<file path="config.mk">
export PLATFORM = sky130hd
export DESIGN_NAME = hex_keypad_scanner_flat
export DESIGN_NICKNAME = d
export VERILOG_FILES = /design/src/rtl/hex_keypad_scanner_pkg.sv /design/src/rtl/hex_keypad_scanner_if.sv /design/src/rtl/hex_keypad_scanner_scan_tick_gen.sv /design/src/rtl/hex_keypad_scanner.sv /design/src/flat_wrapper.sv
export SDC_FILE = /design/constraint.sdc
export NUM_CORES = 1
export LEC_CHECK = 0
export CORE_ASPECT_RATIO = 1.1
export CORE_MARGIN = 2
export CORE_UTILIZATION = 56
export DETAILED_ROUTE_END_ITERATION = 16
export PLACE_DENSITY = 0.79
export SETUP_SLACK_MARGIN = 0.4
export SLEW_MARGIN = 20
export SYNTH_ARGS = -nofsm -noshare
export SYNTH_HDL_FRONTEND = slang
export SYNTH_SLANG_ARGS = --single-unit
</file>
<file path="constraint.sdc">
create_clock -name clk -period 2.9 [get_ports clk]
set_input_delay 0.435 -clock clk [delete_from_list [all_inputs] [get_ports clk]]
set_output_delay 0.435 -clock clk [all_outputs]
set_load 0.02 [all_outputs]
</file>
<file path="src/rtl/hex_keypad_scanner_pkg.sv">
// Shared definitions for the hex keypad scanner: FSM state encoding,
// key code table and small row/column decode helpers.
package keypad_pkg;

  typedef enum logic [1:0] {
    SCAN     = 2'd0,
    DEBOUNCE = 2'd1,
    PRESSED  = 2'd2
  } kp_state_e;

  // Synchronised rows with no key pulling any row low.
  localparam logic [3:0] ROWS_IDLE = 4'b1111;

  // Key codes indexed by {row, col}; row 0 is the top row of the keypad.
  localparam logic [0:15][3:0] KEYMAP = {
    4'h1, 4'h2, 4'h3, 4'hA,
    4'h4, 4'h5, 4'h6, 4'hB,
    4'h7, 4'h8, 4'h9, 4'hC,
    4'h0, 4'hF, 4'hE, 4'hD
  };

  // True when exactly one row is pulled low (a single unambiguous key).
  function automatic logic one_hot_low(input logic [3:0] rows);
    logic res;
    case (rows)
      4'b1110, 4'b1101, 4'b1011, 4'b0111: res = 1'b1;
      default:                            res = 1'b0;
    endcase
    return res;
  endfunction

  // Index of the low row; only meaningful when one_hot_low() holds.
  function automatic logic [1:0] row_encode(input logic [3:0] rows);
    logic [1:0] res;
    case (rows)
      4'b1101: res = 2'd1;
      4'b1011: res = 2'd2;
      4'b0111: res = 2'd3;
      default: res = 2'd0;
    endcase
    return res;
  endfunction

  function automatic logic [3:0] key_lookup(input logic [1:0] row, input logic [1:0] col);
    return KEYMAP[{row, col}];
  endfunction

  // Active-low column drive pattern with only column 'col' pulled low.
  function automatic logic [3:0] col_drive(input logic [1:0] col);
    return ~(4'b0001 << col);
  endfunction

endpackage

</file>
<file path="src/rtl/hex_keypad_scanner_if.sv">
// Keypad-side and host-side signals of the hex keypad scanner.
// slave: the scanner itself; master: whatever drives the rows and reads the keys.
interface hex_keypad_scanner_if;

  logic [3:0]  kp_row_in;
  logic [3:0]  kp_col_out;
  logic        clr;
  logic        key_valid;
  logic [3:0]  key_code;
  logic        key_held;
  logic [15:0] hex_val;

  modport slave (
    input  kp_row_in,
    input  clr,
    output kp_col_out,
    output key_valid,
    output key_code,
    output key_held,
    output hex_val
  );

  modport master (
    output kp_row_in,
    output clr,
    input  kp_col_out,
    input  key_valid,
    input  key_code,
    input  key_held,
    input  hex_val
  );

endinterface

</file>
<file path="src/rtl/hex_keypad_scanner_scan_tick_gen.sv">
// Free-running divider producing a one-cycle tick every SCAN_DIV clocks.
// The tick paces column scanning and debounce sampling.
module scan_tick_gen #(
  parameter int SCAN_DIV = 100_000
) (
  input  logic clk,
  input  logic reset_n,
  output logic tick
);

  localparam int               CNT_W   = (SCAN_DIV > 2) ? $clog2(SCAN_DIV) : 1;
  localparam logic [CNT_W-1:0] CNT_MAX = CNT_W'(SCAN_DIV - 1);

  logic [CNT_W-1:0] cnt_q;
  logic [CNT_W-1:0] cnt_d;

  // Count 0..SCAN_DIV-1 and wrap.
  always_comb begin
    cnt_d = cnt_q + CNT_W'(1);
    if (cnt_q == CNT_MAX) begin
      cnt_d = '0;
    end
  end

  // Counter register.
  always_ff @(posedge clk or negedge reset_n) begin
    if (!reset_n) begin
      cnt_q <= '0;
    end else begin
      cnt_q <= cnt_d;
    end
  end

  assign tick = (cnt_q == CNT_MAX);

endmodule

</file>
<file path="src/rtl/hex_keypad_scanner.sv">
// 4x4 hex keypad scanner: drives one column low at a time, samples the
// synchronised rows on each scan tick, debounces press and release, and
// shifts each accepted digit into hex_val.
module hex_keypad_scanner
  import keypad_pkg::*;
#(
  parameter int SCAN_DIV       = 100_000,
  parameter int DEBOUNCE_SCANS = 4
) (
  input  logic                  clk,
  input  logic                  reset_n,
  hex_keypad_scanner_if.slave   bus
);

  localparam int           DB_W   = $clog2(DEBOUNCE_SCANS + 1);
  localparam logic [DB_W-1:0] DB_TARGET = DB_W'(DEBOUNCE_SCANS);

  logic        tick;

  // Two-stage row synchroniser; rs is the only row view used by the logic.
  logic [3:0]  sync1_q;
  logic [3:0]  sync2_q;
  logic [3:0]  rs;

  kp_state_e   state_q,     state_d;
  logic [1:0]  col_idx_q,   col_idx_d;
  logic [3:0]  col_out_q,   col_out_d;
  logic [3:0]  row_pat_q,   row_pat_d;
  logic [1:0]  row_idx_q,   row_idx_d;
  logic [DB_W-1:0] cnt_q,   cnt_d;
  logic        key_valid_q, key_valid_d;
  logic [3:0]  key_code_q,  key_code_d;
  logic        key_held_q,  key_held_d;
  logic [15:0] hex_val_q,   hex_val_d;

  logic [DB_W-1:0] cnt_inc;

  scan_tick_gen #(
    .SCAN_DIV (SCAN_DIV)
  ) u_tick (
    .clk     (clk),
    .reset_n (reset_n),
    .tick    (tick)
  );

  // Bring the asynchronous keypad rows into the clk domain.
  always_ff @(posedge clk or negedge reset_n) begin
    if (!reset_n) begin
      sync1_q <= ROWS_IDLE;
      sync2_q <= ROWS_IDLE;
    end else begin
      sync1_q <= bus.kp_row_in;
      sync2_q <= sync1_q;
    end
  end

  assign rs      = sync2_q;
  assign cnt_inc = cnt_q + DB_W'(1);

  // Scan/debounce FSM and hex_val shift register next-state logic.
  always_comb begin
    state_d     = state_q;
    col_idx_d   = col_idx_q;
    col_out_d   = col_out_q;
    row_pat_d   = row_pat_q;
    row_idx_d   = row_idx_q;
    cnt_d       = cnt_q;
    key_valid_d = 1'b0;
    key_code_d  = key_code_q;
    key_held_d  = key_held_q;
    hex_val_d   = hex_val_q;

    case (state_q)
      SCAN: begin
        if (tick) begin
          if (one_hot_low(rs)) begin
            // Freeze the column and remember which row went low; this
            // sample is the first of the debounce run.
            row_pat_d = rs;
            row_idx_d = row_encode(rs);
            cnt_d     = DB_W'(1);
            state_d   = DEBOUNCE;
          end else begin
            col_idx_d = col_idx_q + 2'd1;
            col_out_d = col_drive(col_idx_q + 2'd1);
          end
        end
      end

      DEBOUNCE: begin
        if (tick) begin
          if (rs == row_pat_q) begin
            if (cnt_inc == DB_TARGET) begin
              cnt_d       = '0;
              state_d     = PRESSED;
              key_valid_d = 1'b1;
              key_code_d  = key_lookup(row_idx_q, col_idx_q);
              key_held_d  = 1'b1;
            end else begin
              cnt_d = cnt_inc;
            end
          end else begin
            // Bounce, early release or a second key: rescan this column.
            cnt_d   = '0;
            state_d = SCAN;
          end
        end
      end

      PRESSED: begin
        if (tick) begin
          if (rs == ROWS_IDLE) begin
            if (cnt_inc == DB_TARGET) begin
              cnt_d      = '0;
              key_held_d = 1'b0;
              state_d    = SCAN;
              col_idx_d  = col_idx_q + 2'd1;
              col_out_d  = col_drive(col_idx_q + 2'd1);
            end else begin
              cnt_d = cnt_inc;
            end
          end else begin
            cnt_d = '0;
          end
        end
      end

      default: begin
        state_d = SCAN;
        cnt_d   = '0;
      end
    endcase

    // clr wins over a digit arriving in the same cycle.
    if (bus.clr) begin
      hex_val_d = '0;
    end else if (key_valid_d) begin
      hex_val_d = {hex_val_q[11:0], key_code_d};
    end
  end

  // FSM and datapath registers.
  always_ff @(posedge clk or negedge reset_n) begin
    if (!reset_n) begin
      state_q     <= SCAN;
      col_idx_q   <= 2'd0;
      col_out_q   <= 4'b1110;
      row_pat_q   <= ROWS_IDLE;
      row_idx_q   <= 2'd0;
      cnt_q       <= '0;
      key_valid_q <= 1'b0;
      key_code_q  <= 4'h0;
      key_held_q  <= 1'b0;
      hex_val_q   <= 16'h0000;
    end else begin
      state_q     <= state_d;
      col_idx_q   <= col_idx_d;
      col_out_q   <= col_out_d;
      row_pat_q   <= row_pat_d;
      row_idx_q   <= row_idx_d;
      cnt_q       <= cnt_d;
      key_valid_q <= key_valid_d;
      key_code_q  <= key_code_d;
      key_held_q  <= key_held_d;
      hex_val_q   <= hex_val_d;
    end
  end

  assign bus.kp_col_out = col_out_q;
  assign bus.key_valid  = key_valid_q;
  assign bus.key_code   = key_code_q;
  assign bus.key_held   = key_held_q;
  assign bus.hex_val    = hex_val_q;

endmodule

</file>
<file path="src/flat_wrapper.sv">
// flat-port wrapper written by rule: the top's interface ports become plain ports
module hex_keypad_scanner_flat import keypad_pkg::*;
#(
  parameter int SCAN_DIV       = 100_000,
  parameter int DEBOUNCE_SCANS = 4
)
  (clk, reset_n, bus_kp_row_in, bus_clr, bus_kp_col_out, bus_key_valid, bus_key_code, bus_key_held, bus_hex_val);
  hex_keypad_scanner_if bus_i ();
  input  logic clk;
  input  logic reset_n;
  input wire logic [$bits(bus_i.kp_row_in)-1:0] bus_kp_row_in;
  input wire logic [$bits(bus_i.clr)-1:0] bus_clr;
  output wire logic [$bits(bus_i.kp_col_out)-1:0] bus_kp_col_out;
  output wire logic [$bits(bus_i.key_valid)-1:0] bus_key_valid;
  output wire logic [$bits(bus_i.key_code)-1:0] bus_key_code;
  output wire logic [$bits(bus_i.key_held)-1:0] bus_key_held;
  output wire logic [$bits(bus_i.hex_val)-1:0] bus_hex_val;
  assign bus_i.kp_row_in = bus_kp_row_in;
  assign bus_i.clr = bus_clr;
  assign bus_kp_col_out = bus_i.kp_col_out;
  assign bus_key_valid = bus_i.key_valid;
  assign bus_key_code = bus_i.key_code;
  assign bus_key_held = bus_i.key_held;
  assign bus_hex_val = bus_i.hex_val;
  hex_keypad_scanner #(.SCAN_DIV(SCAN_DIV), .DEBOUNCE_SCANS(DEBOUNCE_SCANS)) u_core (.clk(clk), .reset_n(reset_n), .bus(bus_i));
endmodule
</file>
Fig. 1: clock distribution
Scale: 3 px per um.
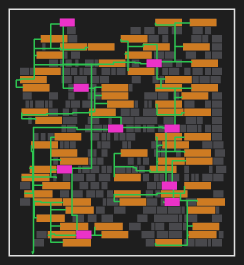
[clock wires] green | length: 790 um
[clock drivers] magenta | count: 9
[flip-flops] orange | count: 64
routed clock nets: 10
Clk pwr share: 39.4%
Clock group: 622 uW
Clk Latency, worst-skew pair: 340 ps
Clock Skew: 10.3 ps

Fig. 2: the metal 2 layer
Scale: 6 px per um.
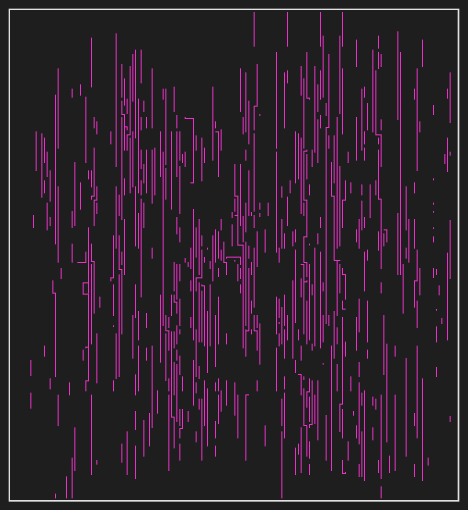
nets with wire on the layer: 280
longest straight run: 37.1 um
share of all routed wire: 49%
wire length on this layer: 2630 um
main direction: vertical

==> out/summary.txt <==
Status -> complete, no violations
Met2 routed WL -> 2.63 mm
Max-cap viol count -> 0
Main logic family after synthesis -> simple AND/OR/NAND/NOR gates
CP max FO -> 14
CP Class -> flip-flop to flip-flop
Number of global-route vias before repair -> 1973
Vias per cell -> 5.44
Proportion of layout cells with a drive suffix above 1 -> 16.6%
Post-layout util -> 67.4%
Final setup TNS -> 0 ps
Synth async-reset ratio -> 100%
Slowest-stage cell, CP -> or4_4
GR Util All Layers -> 19.9%
Chip width -> 74.6 um
Synth-to-Final Area Change -> 16.9%
Final Critical Period -> 2410 ps
WP depth -> 5
First-pass GRT wire length -> 9.03 mm
Max frequency -> 415 MHz
CP Data Required Time -> 3150 ps
Worst R2R Setup Slack -> 490 ps
Crit path cell chain -> or4b_4 > or4_4 > nor4_4 > buf_4 > mux2i_1
Largest register FFs -> 17
Log Warnings -> 33
Crit path from -> u_core.u_tick.cnt_q[13]
Top cells excl fill/tap -> 49 x dfrtp_1, 31 x clkdlybuf4s50_1, 18 x inv_1, 18 x nand2b_1, 17 x mux2i_1
Synth unique cells -> 49
Final setup vio count -> 0
Ys Warns -> 0
DIE AREA -> 6090 sq um
Relative slew slack -> 46.2%
Initial antenna violation count -> 0
GP Congestion -> 0.855
Placed cells -> 361
Cell area after synthesis -> 3070 sq um
Routed len/inst -> 14.2 um
Sequential area share after synthesis -> 52.7%
Fig. 3: metal 1
Scale: 6 px per um. Supply wires on this layer in grey.
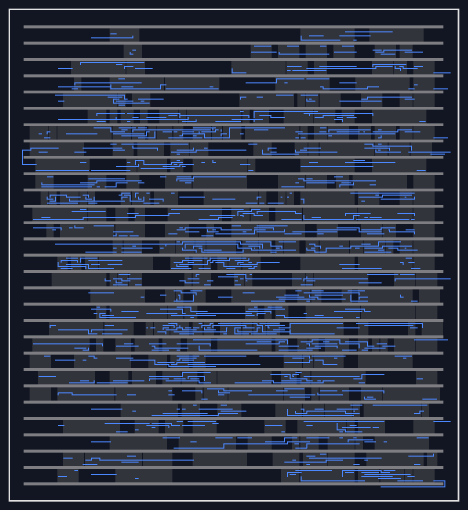
nets with wire on the layer: 272
share of all routed wire: 45%
main direction: horizontal
longest straight run: 21.6 um
wire length on this layer: 2420 um
Routed WL: 5.34 mm
met1 Track Usage GR: 25.1%
DR vias: 2051

-- area by class of cell --
type | count | area (sq um)
multi-input combinational | 168 | 1310
sequential | 64 | 1620
clock buffer | 14 | 143
clock inverter | 2 | 10.0
inverter | 18 | 67.6
timing repair buffer | 36 | 345
fill | 402 | 1730
tap | 75 | 93.8
-- stage by stage --
step                      total power, mW  instance area [sq um]
after floorplan                     0.943                   3070
after global placement              0.971                   3440
after detailed placement            0.972                   3440
after CTS                            1.59                   3590
after global routing                 1.63                   3590
final                                1.58                   3590
-- metal layers --
metal,GRT usage (%),vias up
met1,25.1,1006
met4,11.1,0
met5,0,-
met2,31.4,46
met3,4.54,9
li1,-,990
-- power breakdown --
group	switching [mW]	leakage (nW)	internal, mW
registers	0.00711	0.827	0.904
clock network	0.313	0.0784	0.309
logic	0.0269	0.608	0.0173
Power is estimated from default activity; no workload was simulated.
